==> src/rtl/tx_frame_arbiter.sv <==
// tx_frame_arbiter: round-robin, frame-granular arbiter sharing one AXI-stream TX input among several sources
module tx_frame_arbiter #(
  parameter int DATA_WIDTH = 64,
  parameter int KEEP_WIDTH = 8,
  parameter int NUM_PORTS  = 4,
  parameter int MAX_BEATS  = 256
) (
  input  logic                             clk,
  input  logic                             reset,
  input  logic [NUM_PORTS*DATA_WIDTH-1:0]  s_axis_tdata,
  input  logic [NUM_PORTS*KEEP_WIDTH-1:0]  s_axis_tkeep,
  input  logic [NUM_PORTS-1:0]             s_axis_tvalid,
  input  logic [NUM_PORTS-1:0]             s_axis_tlast,
  output logic [NUM_PORTS-1:0]             s_axis_tready,
  output logic [DATA_WIDTH-1:0]            m_axis_tdata,
  output logic [KEEP_WIDTH-1:0]            m_axis_tkeep,
  output logic                             m_axis_tvalid,
  output logic                             m_axis_tlast,
  input  logic                             m_axis_tready,
  output logic [NUM_PORTS-1:0]             grant,
  output logic                             frame_done,
  output logic [NUM_PORTS-1:0]             trunc_err
);
  localparam int IW = NUM_PORTS > 1 ? $clog2(NUM_PORTS) : 1;
  localparam int CW = $clog2(MAX_BEATS) + 1;
  typedef enum logic [1:0] {IDLE, FWD, DRAIN} state_t;
  state_t state_q, state_d;
  logic [NUM_PORTS-1:0] grant_q, grant_d, trunc_err_q, trunc_err_d;
  logic [IW-1:0] last_ptr_q, last_ptr_d, pick;
  logic [CW-1:0] beat_cnt_q, beat_cnt_d;
  logic frame_done_q, frame_done_d, found;
  logic [DATA_WIDTH-1:0] g_data;
  logic [KEEP_WIDTH-1:0] g_keep;
  logic g_valid, g_last, at_max;
  // last_ptr doubles as the index of the owning port while a grant is held
  assign g_data  = s_axis_tdata[last_ptr_q*DATA_WIDTH +: DATA_WIDTH];
  assign g_keep  = s_axis_tkeep[last_ptr_q*KEEP_WIDTH +: KEEP_WIDTH];
  assign g_valid = s_axis_tvalid[last_ptr_q];
  assign g_last  = s_axis_tlast[last_ptr_q];
  assign at_max  = beat_cnt_q == CW'(MAX_BEATS - 1);
  assign grant      = grant_q;
  assign frame_done = frame_done_q;
  assign trunc_err  = trunc_err_q;
  // first requesting port searching upward from the one after the last winner
  always_comb begin
    pick  = last_ptr_q;
    found = 1'b0;
    for (int k = 1; k <= NUM_PORTS; k++) begin
      if (!found && s_axis_tvalid[IW'((int'(last_ptr_q) + k) % NUM_PORTS)]) begin
        found = 1'b1;
        pick  = IW'((int'(last_ptr_q) + k) % NUM_PORTS);
      end
    end
  end
  // next state and zero-latency pass-through of the granted port
  always_comb begin
    state_d       = state_q;
    grant_d       = grant_q;
    last_ptr_d    = last_ptr_q;
    beat_cnt_d    = beat_cnt_q;
    frame_done_d  = 1'b0;
    trunc_err_d   = '0;
    s_axis_tready = '0;
    m_axis_tdata  = '0;
    m_axis_tkeep  = '0;
    m_axis_tvalid = 1'b0;
    m_axis_tlast  = 1'b0;
    case (state_q)
      IDLE: begin
        if (found) begin
          state_d    = FWD;
          grant_d    = NUM_PORTS'(1) << pick;
          last_ptr_d = pick;
          beat_cnt_d = '0;
        end
      end
      FWD: begin
        m_axis_tdata  = g_data;
        m_axis_tkeep  = g_keep;
        m_axis_tvalid = g_valid;
        m_axis_tlast  = g_last | at_max;
        s_axis_tready[last_ptr_q] = m_axis_tready;
        if (g_valid && m_axis_tready) begin
          beat_cnt_d = beat_cnt_q + CW'(1);
          if (g_last) begin
            frame_done_d = 1'b1;
            grant_d      = '0;
            state_d      = IDLE;
          end else if (at_max) begin
            frame_done_d = 1'b1;
            trunc_err_d[last_ptr_q] = 1'b1;
            state_d      = DRAIN;
          end
        end
      end
      DRAIN: begin
        s_axis_tready[last_ptr_q] = 1'b1;
        if (g_valid && g_last) begin
          grant_d = '0;
          state_d = IDLE;
        end
      end
      default: state_d = IDLE;
    endcase
  end
  // state, grant and pulse registers; reset abandons any frame in flight
  always_ff @(posedge clk or posedge reset) begin
    if (reset) begin
      state_q      <= IDLE;
      grant_q      <= '0;
      last_ptr_q   <= IW'(NUM_PORTS - 1);
      beat_cnt_q   <= '0;
      frame_done_q <= 1'b0;
      trunc_err_q  <= '0;
    end else begin
      state_q      <= state_d;
      grant_q      <= grant_d;
      last_ptr_q   <= last_ptr_d;
      beat_cnt_q   <= beat_cnt_d;
      frame_done_q <= frame_done_d;
      trunc_err_q  <= trunc_err_d;
    end
  end
endmodule

==> config.mk <==
export PLATFORM = sky130hd
export DESIGN_NAME = tx_frame_arbiter
export DESIGN_NICKNAME = d
export VERILOG_FILES = /design/src/rtl/tx_frame_arbiter.sv
export SDC_FILE = /design/constraint.sdc
export NUM_CORES = 1
export LEC_CHECK = 0
export CAP_MARGIN = 15
export CORE_AREA = 2 2 148 150
export DETAILED_ROUTE_END_ITERATION = 10
export DIE_AREA = 0 0 150 152
export GPL_ROUTABILITY_DRIVEN = 0
export HOLD_SLACK_MARGIN = 0.05
export PLACE_DENSITY_LB_ADDON = 0.2
export SYNTH_ARGS = -nofsm -noshare
export SYNTH_HDL_FRONTEND = slang
export SYNTH_SLANG_ARGS = --single-unit
export TNS_END_PERCENT = 50
==> constraint.sdc <==
create_clock -name clk -period 3.08 [get_ports clk]
set_clock_uncertainty 0.15 [all_clocks]
set_input_delay 0.462 -clock clk [delete_from_list [all_inputs] [get_ports clk]]
set_output_delay 0.462 -clock clk [all_outputs]
set_load 0.02 [all_outputs]
run_1/pdn.png
The bar under the picture is 50 µm long. Pins as bars on the die edge. Tap cells in gray.
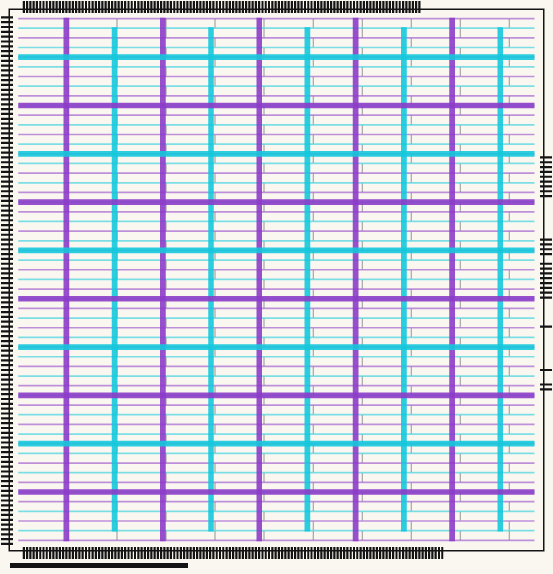
VDD -> cyan
VSS -> purple
met1 rails = 55
rows = 54
met5 straps = 10

run_1/port_nets.png
The bar under the picture is 50 µm long.
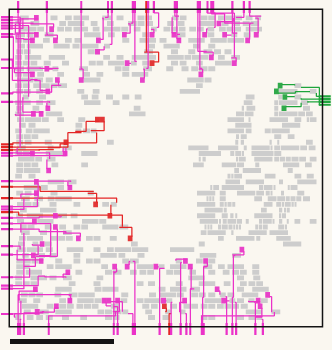
m_axis_tkeep -> red  # bits 8, direction output, end cells 8, buffers 8, wire 369 µm
m_axis_tdata -> magenta  # bits 64, direction output, end cells 64, buffers 64, wire 1810 µm
s_axis_tready -> green  # bits 4, direction output, end cells 4, buffers 4, wire 72.3 µm

==> impl_table.tex, run 1 <==
% Auto-generated results table
\begin{tabular}{lr}
\hline
Metric & Value \\
\hline
\multicolumn{2}{l}{\textbf{Logic synthesis}} \\
\quad Area share of and-or/or-and cells after synthesis & 5.18\% \\
\quad Count of state elements after synthesis & 22 \\
\quad Share of cell area taken by muxes after synthesis & about half \\
\quad Dominant register cell in the synthesized netlist & sky130\_fd\_sc\_hd\_\_dfrtp\_1 \\
\quad Ys cells & around 310 \\
\quad YS chip area & around 3600 µm² \\
\quad Sequential element share of the synthesized area & between 10\% and 20\% \\
\quad Share of flip-flops with an asynchronous set or reset & 100\% \\
\quad Nets in the synthesized netlist & between 600 and 700 \\
\quad Synthesized cell area & 3600 µm² \\
\quad Number of flops mapped to enable cells by yosys & 0 \\
\quad Average footprint of a synthesized cell & 11.6 µm² \\
\quad Number of synthesis warnings & 0 \\
\quad Cell count after synthesis & 310 \\
\quad XOR Share, Synth & around 1.7\% \\
\quad Simple-gate share of the synthesized area & 19.7\% \\
\quad Adder Area Share & between 3 and 4\% \\
\quad Cell Type Count & 39 \\
\quad Dominant kind of combinational cell & multiplexers \\
\multicolumn{2}{l}{\textbf{Drt}} \\
\quad Count of vias placed by the detailed router & 4315 \\
\quad Initial DRC Count & a little under 200 \\
\quad Avg Vias per Cell & approximately 4.5 \\
\quad Count of nets left with antenna violations after detail routing & 0 \\
\quad Routed wire per std cell & 20.0 µm \\
\quad Detailed-route DRC error count & 0 \\
\quad Length of the first detailed-routing pass in iterations & 4 \\
\quad Routed wire length & between 15 and 20 mm \\
\multicolumn{2}{l}{\textbf{Clocking}} \\
\quad CTS max path bufs & 2 \\
\quad Clock Root Buffer & sky130\_fd\_sc\_hd\_\_clkbuf\_16 \\
\quad Total CTS buffers & 3 \\
\quad Resize count post-CTS & 31 \\
\quad Number of buffers inserted for hold repair after clock tree synthesis & 0 \\
\quad Buffers inserted by post-CTS timing repair & 0 \\
\quad Deepest level of the CTS H-tree & 1 \\
\quad TritonCTS clock tree & built \\
\quad Clk sink count & 22 \\
\quad Register clock-pin slew on the reported worst setup and hold paths & 0.06 ns \\
\quad Late-Pin Clk Latency & between 0.2 and 0.3 ns \\
\multicolumn{2}{l}{\textbf{Worst setup path}} \\
\quad CP required & 2.47 ns \\
\quad Series of cell instances along the critical path & buf\_16 -> mux4\_2 -> and2\_1 -> clkdlybuf4s50\_1 \\
\quad Endpoint type of the worst setup path & output pin \\
\quad Standard cell with the maximum stage delay on the critical path & sky130\_fd\_sc\_hd\_\_dfstp\_4 \\
\quad Maximum fanout along the worst path & 20 \\
\quad CP Launch Point & last\_ptr\_q[0] \\
\quad Buffer-and-inverter tally for the worst setup path & 2 \\
\quad WS Path Type & flip-flop to output pin \\
\quad Cell family with most CP delay & buffers and inverters \\
\quad Critical register-to-register path startpoint & last\_ptr\_q[0] \\
\quad Sort of element at the start of the critical path & flip-flop \\
\quad Worst EP arrival & 2.42 ns \\
\quad Largest stage delay on the critical path & about 0.7 ns \\
\multicolumn{2}{l}{\textbf{Die}} \\
\quad Fp\_density & 16.9\% \\
\quad Tapcells inserted & roughly 280 \\
\quad Die area & 22800 µm² \\
\quad Die Wd & 150 µm \\
\quad I/O pin cnt & a little under 400 \\
\quad Height of the chip & 152 µm \\
\multicolumn{2}{l}{\textbf{STA}} \\
\quad Transition time of the tightest slew-check pin & 0.860 ns \\
\quad Min Tclk post-route & 3.04 ns \\
\quad Share of the cycle needed by the critical path after routing & 98.6\% \\
\quad Max-Slew Margin vs Limit & a little over two fifths \\
\quad Fin worst setup slack & between 0.04 and 0.05 ns \\
\quad Achievable Freq & between 300 and 400 MHz \\
\quad Worst slack on hold paths & $\sim$0.35 ns \\
\quad Final hold vios & 0 \\
\quad Total count of max-transition violations in the final report & 0 \\
\quad Number of setup violations in the final report & 0 \\
\quad Total negative slack & 0 ns \\
\multicolumn{2}{l}{\textbf{Global routing}} \\
\quad Vias in the first global route & $\sim$4800 \\
\quad Global-route total usage across every layer & approximately 17\% \\
\quad Grt ovf & 0 \\
\quad Number of antenna violations at the first check in global routing & 2 \\
\quad Largest net degree at the start of global routing & $\sim$76 \\
\quad Global-route wire length before repair & roughly 29 mm \\
\multicolumn{2}{l}{\textbf{Min path}} \\
\quad Worst hold path startpoint & grant[0] \\
\quad Hold Path Class & flip-flop to flip-flop \\
\multicolumn{2}{l}{\textbf{Status}} \\
\quad Status & finished clean \\
\multicolumn{2}{l}{\textbf{Layout}} \\
\quad Non-clk buf share & 51.4\% \\
\quad Non-clock inverter count & 9 \\
\quad Final instance area & between 8000 and 9000 µm² \\
\quad Cell class with the largest area share & buffers \\
\quad Comb/total area & between 30\% and 40\% \\
\quad Nets & $\sim$1000 \\
\quad Clock network contribution to total cell area & under 10\% \\
\quad Top library cells by usage in the layout, fill and taps aside & sky130\_fd\_sc\_hd\_\_clkdlybuf4s50\_1, sky130\_fd\_sc\_hd\_\_and2\_1, sky130\_fd\_sc\_hd\_\_mux4\_2, sky130\_fd\_sc\_hd\_\_dlymetal6s2s\_1, sky130\_fd\_sc\_hd\_\_dlygate4sd2\_1 \\
\quad Seq Cell Count & 22 \\
\quad Top cell excl fill/tap & sky130\_fd\_sc\_hd\_\_clkdlybuf4s50\_1 \\
\quad Share of layout cells above drive strength 1 & between 10\% and 20\% \\
\quad Comb\_multi\_in & $\sim$250 \\
\quad Relative area change from synthesis to final layout & 125\% \\
\quad Count of clock buffers in the final design & 3 \\
\quad Storage cell area & 561 µm² \\
\quad Number of inserted diodes & 2 \\
\quad Count of non-CTS buffers in the layout & between 300 and 400 \\
\quad Flip-flop and latch share of the layout cell area & between 6 and 7\% \\
\quad Multi-input logic area & $\sim$2900 µm² \\
\multicolumn{2}{l}{\textbf{Power and ir drop}} \\
\quad Total chip power & 5680 µW \\
\quad Top pwr grp & combinational logic \\
\quad Comb group & approximately 5000 µW \\
\quad Sw Pwr & between 2000 and 2500 µW \\
\quad Combinational share of power & between 80\% and 90\% \\
\quad Total internal power & around 3200 µW \\
\quad Switching Share & a little over two fifths \\
\quad Power drawn by the clock network & roughly 360 µW \\
\quad Register share of total power & slightly below 8\% \\
\quad PD cells & about 700 nW/µm² \\
\quad Part of the total power dissipated in the clock network & about 6.3\% \\
\quad Pleak & around 0.0036 µW \\
\quad Worst IR Drop VDD & 0.000318 V \\
\quad Power dissipated in sequential cells & 447 µW \\
\multicolumn{2}{l}{\textbf{Place}} \\
\quad Final HPWL DP & $\sim$16 mm \\
\quad Number of cells after detailed placement & around 960 \\
\quad Post-Place Cell Area & 7840 µm² \\
\quad Buffers on Ports & 385 \\
\quad Pre-CTS setup slack & 0.126 ns \\
\multicolumn{2}{l}{\textbf{Run}} \\
\quad Number of warnings in the stage logs & 33 \\
\quad \# Max-Cap Violations & 0 \\
\hline
\end{tabular}
run_1/density.png
The bar under the picture is 50 µm long. The die is cut into 15 by 15 equal tiles; white is low, dark blue is high, 0 to 100% covered.
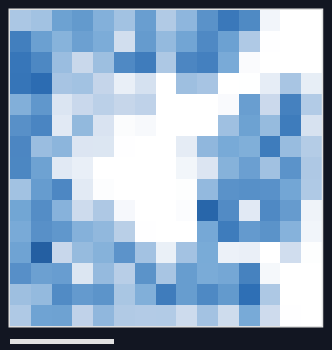
emptiest ninth of the die = center
fullest tile = 81%
tiles over 75% full = 1.3%
nearly empty tiles = 19%

run_1/final_placement.png
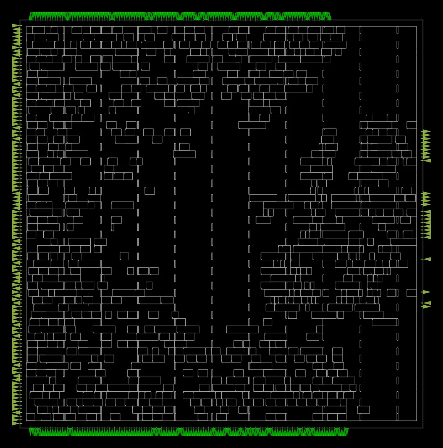
standard cell core area: 21400 µm²
count of filler cells inserted in the layout: 2124
cell row count: 54
Post-Route Utilization: 38.0%
Cell Count, Final, Fillers Out: 967

run 1: registers in the layout, indices dropped and copies added (netlist names):
register and count:
last_ptr_q 2, trunc_err 4, state_q 2, grant 4, frame_done 1, beat_cnt_q 9
run 1: cells in the mapped netlist (2+ instances only):
cell type                   n  area, µm²
sky130_fd_sc_hd__dfrtp_1   20        500
sky130_fd_sc_hd__o41ai_1    3       26.3
sky130_fd_sc_hd__o21ai_0    8       40.0
sky130_fd_sc_hd__a21oi_1    4       20.0
sky130_fd_sc_hd__a32o_1     2       20.0
sky130_fd_sc_hd__xnor2_1    7       61.3
sky130_fd_sc_hd__nor3_1     2       10.0
sky130_fd_sc_hd__ha_1      10        125
sky130_fd_sc_hd__mux2_2     4       45.0
sky130_fd_sc_hd__mux2i_1    2       20.0
sky130_fd_sc_hd__nand3_1    3       15.0
sky130_fd_sc_hd__clkbuf_1  16       60.1
sky130_fd_sc_hd__nor2_1    14       52.6
sky130_fd_sc_hd__inv_1      8       30.0
sky130_fd_sc_hd__and2_1    84        526
sky130_fd_sc_hd__buf_2      9       45.0
sky130_fd_sc_hd__mux4_2    76       1710
sky130_fd_sc_hd__dfstp_2    2       52.6
sky130_fd_sc_hd__nand2_1   12       45.0
sky130_fd_sc_hd__nor4_1     4       25.0
sky130_fd_sc_hd__buf_4      2       15.0
run 1: worst paths after layout:
check                              endpoint  slack (ns)  depth (start not counted)
max reg2reg                        grant[1]        0.26                          8
min in group asynchronous      trunc_err[0]        0.54                          2
min                                grant[0]        0.35                          1
max                        m_axis_tdata[56]        0.04                          4
min reg2reg                        grant[0]        0.35                          1
max in group asynchronous          grant[1]        1.71                          2
run 1: per-layer routing:
metal / share of wire [%] / track usage, %
met1: 37 / 19.4
met3: 6.7 / 3.72
met2: 55 / 30.6
met5: 0 / 0
met4: 1.7 / 4.00
run_1/registers.png
The bar under the picture is 50 µm long. Other sequential cells in the stronger gray, the rest of the logic in the fainter gray.
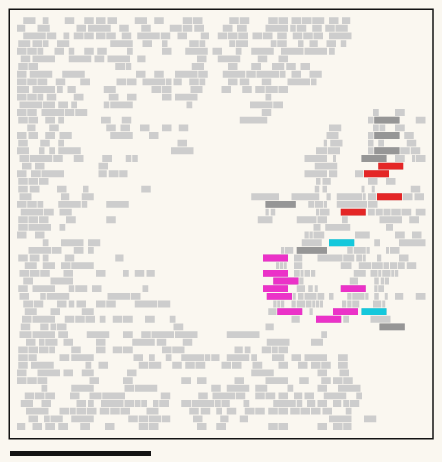

--- run 2 (diff from run 1) ---
Settings changed: CORE_AREA 2 2 148 150 to 2 2 149 151, DIE_AREA 0 0 150 152 to 0 0 151 153.
Clock period 3.08 ns to 3.3 ns, I/O delays scaled along.
run_2/registers.png
The bar under the picture is 50 µm long. Other sequential cells in the stronger gray, the rest of the logic in the fainter gray.
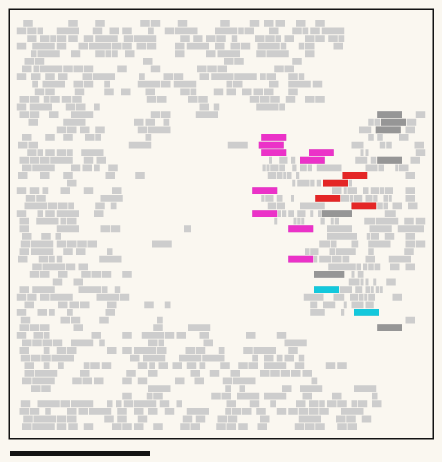
beat_cnt_q -> magenta  # flops 9
state_q -> cyan  # flops 2
grant -> red  # flops 4, where east
not colored = 7

==> run 2 against run 1 <==
  * Final cell count down 0.31%
  * Critical endpoint is now m_axis_tdata[28]
  * Sequential share of layout area up 0.15 points
  * Sequential power down 5.1%
  * Clock power down 5.8%
  * Combinational power down 4.7%
  * Utilization down 1.0 points
  * Highest routed layer unchanged
==> impl_table.tex, run 2 <==
% Auto-generated results table
\begin{tabular}{lr}
\hline
Metric & Value \\
\hline
\multicolumn{2}{l}{\textbf{Status}} \\
\quad Status & finished clean (unchanged) \\
\multicolumn{2}{l}{\textbf{Logic synthesis}} \\
\quad Cell count after synthesis & 310 (unchanged) \\
\quad Number of flops mapped to enable cells by yosys & 0 (unchanged) \\
\quad Post-synth top area share & 47.5\% (unchanged) \\
\quad Most frequent cell after synthesis & sky130\_fd\_sc\_hd\_\_and2\_1 (unchanged) \\
\quad Share of flip-flops with an asynchronous set or reset & 100\% (unchanged) \\
\quad Nets in the synthesized netlist & 619 (unchanged) \\
\quad Dominant register cell in the synthesized netlist & sky130\_fd\_sc\_hd\_\_dfrtp\_1 (unchanged) \\
\quad Cell Type Count & 39 (unchanged) \\
\quad Most common library cells after synthesis & sky130\_fd\_sc\_hd\_\_and2\_1, sky130\_fd\_sc\_hd\_\_mux4\_2, sky130\_fd\_sc\_hd\_\_dfrtp\_1, sky130\_fd\_sc\_hd\_\_clkbuf\_1, sky130\_fd\_sc\_hd\_\_nor2\_1 (unchanged) \\
\quad Average footprint of a synthesized cell & 11.6 µm² (unchanged) \\
\quad YS chip area & 3600 µm² (unchanged) \\
\quad Leading post-synthesis cells by cell area & sky130\_fd\_sc\_hd\_\_mux4\_2, sky130\_fd\_sc\_hd\_\_and2\_1, sky130\_fd\_sc\_hd\_\_dfrtp\_1 (unchanged) \\
\quad Sequential element share of the synthesized area & 15.4\% (unchanged) \\
\quad Synthesized cell area & 3600 µm² (unchanged) \\
\quad Count of state elements after synthesis & 22 (unchanged) \\
\multicolumn{2}{l}{\textbf{Worst setup path}} \\
\quad CP required & 2.65 ns (was 2.47 ns) \\
\quad WS Path Type & flip-flop to output pin (unchanged) \\
\quad Buffer-and-inverter tally for the worst setup path & 2 (unchanged) \\
\quad Endpoint type of the worst setup path & output pin (unchanged) \\
\quad Maximum fanout along the worst path & 39 (was 20) \\
\quad Worst EP arrival & 2.54 ns (was 2.42 ns) \\
\quad Cell family with most CP delay & buffers and inverters (unchanged) \\
\quad Largest stage delay on the critical path & 0.67 ns (was 0.72 ns) \\
\quad Series of cell instances along the critical path & buf\_16 -> mux4\_2 -> and2\_1 -> clkdlybuf4s50\_1 (unchanged) \\
\multicolumn{2}{l}{\textbf{Drt}} \\
\quad Top layer reached by signal wires & met4 (unchanged) \\
\quad Detailed-route DRC error count & 0 (unchanged) \\
\quad Initial DRC Count & 155 (was 198) \\
\quad Routed wire length & 20.0 mm (was 19.4 mm) \\
\quad Met2 routed wirelength & 11.0 mm (was 10.6 mm) \\
\quad Routed wl met3 & 1.27 mm (was 1.30 mm) \\
\quad Routed length on met1 & 7.50 mm (was 7.17 mm) \\
\quad Count of nets left with antenna violations after detail routing & 0 (unchanged) \\
\multicolumn{2}{l}{\textbf{STA}} \\
\quad Fin worst setup slack & 0.114 ns (was 0.0442 ns) \\
\quad Total count of max-transition violations in the final report & 0 (unchanged) \\
\quad Total negative slack & 0 ns (unchanged) \\
\quad Share of the cycle needed by the critical path after routing & between 90\% and 100\% \\
\quad Number of setup violations in the final report & 0 (unchanged) \\
\quad Achievable Freq & 314 MHz \\
\quad Max-Slew Margin vs Limit & 42.8\% (was 42.6\%) \\
\quad Worst slack on hold paths & 0.351 ns (about the same) \\
\quad Final hold vios & 0 (unchanged) \\
\quad Min Tclk post-route & approximately 3.2 ns \\
\multicolumn{2}{l}{\textbf{Run}} \\
\quad Number of warnings in the stage logs & 32 (was 33) \\
\multicolumn{2}{l}{\textbf{Global routing}} \\
\quad Global-route wire length before repair & 29.2 mm (about the same) \\
\quad Vias in the first global route & 4684 (was 4832) \\
\quad Global-route total usage across every layer & 16.8\% (was 16.6\%) \\
\multicolumn{2}{l}{\textbf{Clocking}} \\
\quad Clk sink count & 22 (unchanged) \\
\quad Number of buffers inserted for hold repair after clock tree synthesis & 0 (unchanged) \\
\quad Late-Pin Clk Latency & 0.25 ns (about the same) \\
\quad Total CTS buffers & 3 (unchanged) \\
\quad CTS max path bufs & 2 (unchanged) \\
\quad TritonCTS clock tree & built (unchanged) \\
\quad Resize count post-CTS & 0 (was 31) \\
\multicolumn{2}{l}{\textbf{Layout}} \\
\quad Top reg by flops & beat\_cnt\_q (unchanged) \\
\quad Nets & 990 (was 995) \\
\quad Relative area change from synthesis to final layout & 120\% (was 125\%) \\
\quad Share of layout cells above drive strength 1 & 14.3\% (was 14.9\%) \\
\quad Top cell excl fill/tap & sky130\_fd\_sc\_hd\_\_clkdlybuf4s50\_1 (unchanged) \\
\quad Final instance area & 7940 µm² (was 8110 µm²) \\
\quad Top library cells by usage in the layout, fill and taps aside & sky130\_fd\_sc\_hd\_\_clkdlybuf4s50\_1, sky130\_fd\_sc\_hd\_\_and2\_1, sky130\_fd\_sc\_hd\_\_mux4\_2, sky130\_fd\_sc\_hd\_\_dfrtp\_1, sky130\_fd\_sc\_hd\_\_nor2\_1 (was sky130\_fd\_sc\_hd\_\_clkdlybuf4s50\_1, sky130\_fd\_sc\_hd\_\_and2\_1, sky130\_fd\_sc\_hd\_\_mux4\_2, sky130\_fd\_sc\_hd\_\_dlymetal6s2s\_1, sky130\_fd\_sc\_hd\_\_dlygate4sd2\_1) \\
\multicolumn{2}{l}{\textbf{Power and ir drop}} \\
\quad Combinational share of power & 85.9\% (was 85.8\%) \\
\quad Sw Pwr & 2330 µW (was 2470 µW) \\
\quad Worst IR Drop VDD & 0.000334 V (was 0.000318 V) \\
\quad Register share of total power & 7.8\% (was 7.9\%) \\
\quad Part of the total power dissipated in the clock network & 6.3\% (about the same) \\
\quad Pleak & 0.00285 µW (was 0.00360 µW) \\
\quad Switching Share & 43.0\% (was 43.6\%) \\
\quad Total internal power & 3080 µW (was 3200 µW) \\
\quad PD cells & 681 nW/µm² (was 701 nW/µm²) \\
\multicolumn{2}{l}{\textbf{Place}} \\
\quad Pre-CTS setup slack & 0.354 ns (was 0.126 ns) \\
\quad Post-Place Cell Area & 7820 µm² (was 7840 µm²) \\
\quad Number of cells after detailed placement & 956 (was 959) \\
\quad Buffers on Ports & 385 (unchanged) \\
\multicolumn{2}{l}{\textbf{Die}} \\
\quad Cell row count & 54 (unchanged) \\
\quad Die Wd & 151 µm (was 150 µm) \\
\quad Die area & 23100 µm² (was 22800 µm²) \\
\quad I/O pin cnt & 386 (unchanged) \\
\quad Standard cell core area & 21500 µm² (was 21400 µm²) \\
\multicolumn{2}{l}{\textbf{Min path}} \\
\quad Hold Path Class & flip-flop to flip-flop (unchanged) \\
\hline
\end{tabular}
run_2/final_placement.png
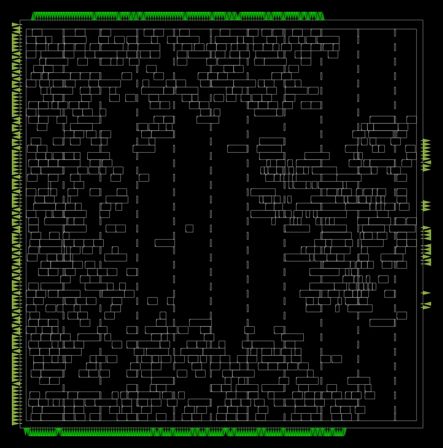
Post-Route Utilization: 36.9%
Cell Count, Final, Fillers Out: 964
count of filler cells inserted in the layout: 2104

-- run 2: cell types whose count changed in the layout (fill, tap and decap cells not counted), sizes merged --
cell	delta
diode	+2
clkdlybuf4s50	+72
dlymetal6s2s	-44
bufbuf	-1
dlygate4sd2	-28
buf	-4
-- run 2: power groups by stage --
stage	Combinational (µW)	Sequential [µW]	Clock [µW]
detailed placement	4660	426	0
floorplan	2770	384	0
CTS	4700	422	348
global placement	4650	424	0
finish	4640	424	339
global route	4970	432	363
-- run 2: kinds of logic after synthesis --
group | Yosys count | share of synthesized area [%]
mux | 83 | 50.1
buf+inv | 37 | 4.58
fa+ha+maj | 10 | 3.47
compound gates | 27 | 5.18
simple gates | 124 | 19.7
xor+xnor | 7 | 1.70
flops | 22 | 15.4
-- run 2: worst paths after layout --
kind / end / from / cells past startpoint / slack, ns
setup / recovery: m_axis_tdata[28] / last_ptr_q[0] / 4 / 0.11
hold / removal: beat_cnt_q[8] / beat_cnt_q[8] / 2 / 0.35
setup reg to reg: grant[3] / last_ptr_q[0] / 7 / 0.55
hold reg to reg: beat_cnt_q[8] / beat_cnt_q[8] / 2 / 0.35
max in group asynchronous: state_q[0] / reset / 2 / 1.89
min in group asynchronous: trunc_err[0] / reset / 2 / 0.58
-- run 2: final cells by class --
class / count / area [µm²] / share of cell area [%]
Tap cell: 280 / 350 / 4.41
Antenna cell: 4 / 10.0 / 0.126
Inverter: 9 / 33.8 / 0.426
Clock inverter: 1 / 30.0 / 0.378
Multi-Input combinational cell: 251 / 2890 / 36.4
Clock buffer: 3 / 75.1 / 0.946
Sequential cell: 22 / 561 / 7.06
Timing Repair Buffer: 394 / 3990 / 50.3
-- run 2: per-layer routing --
layer	GRT usage (%)	up-vias
li1	-	1949
met1	19.7	2135
met4	3.12	0
met5	0	-
met3	3.43	14
met2	31.5	182
Power is estimated from default activity; no workload was simulated.
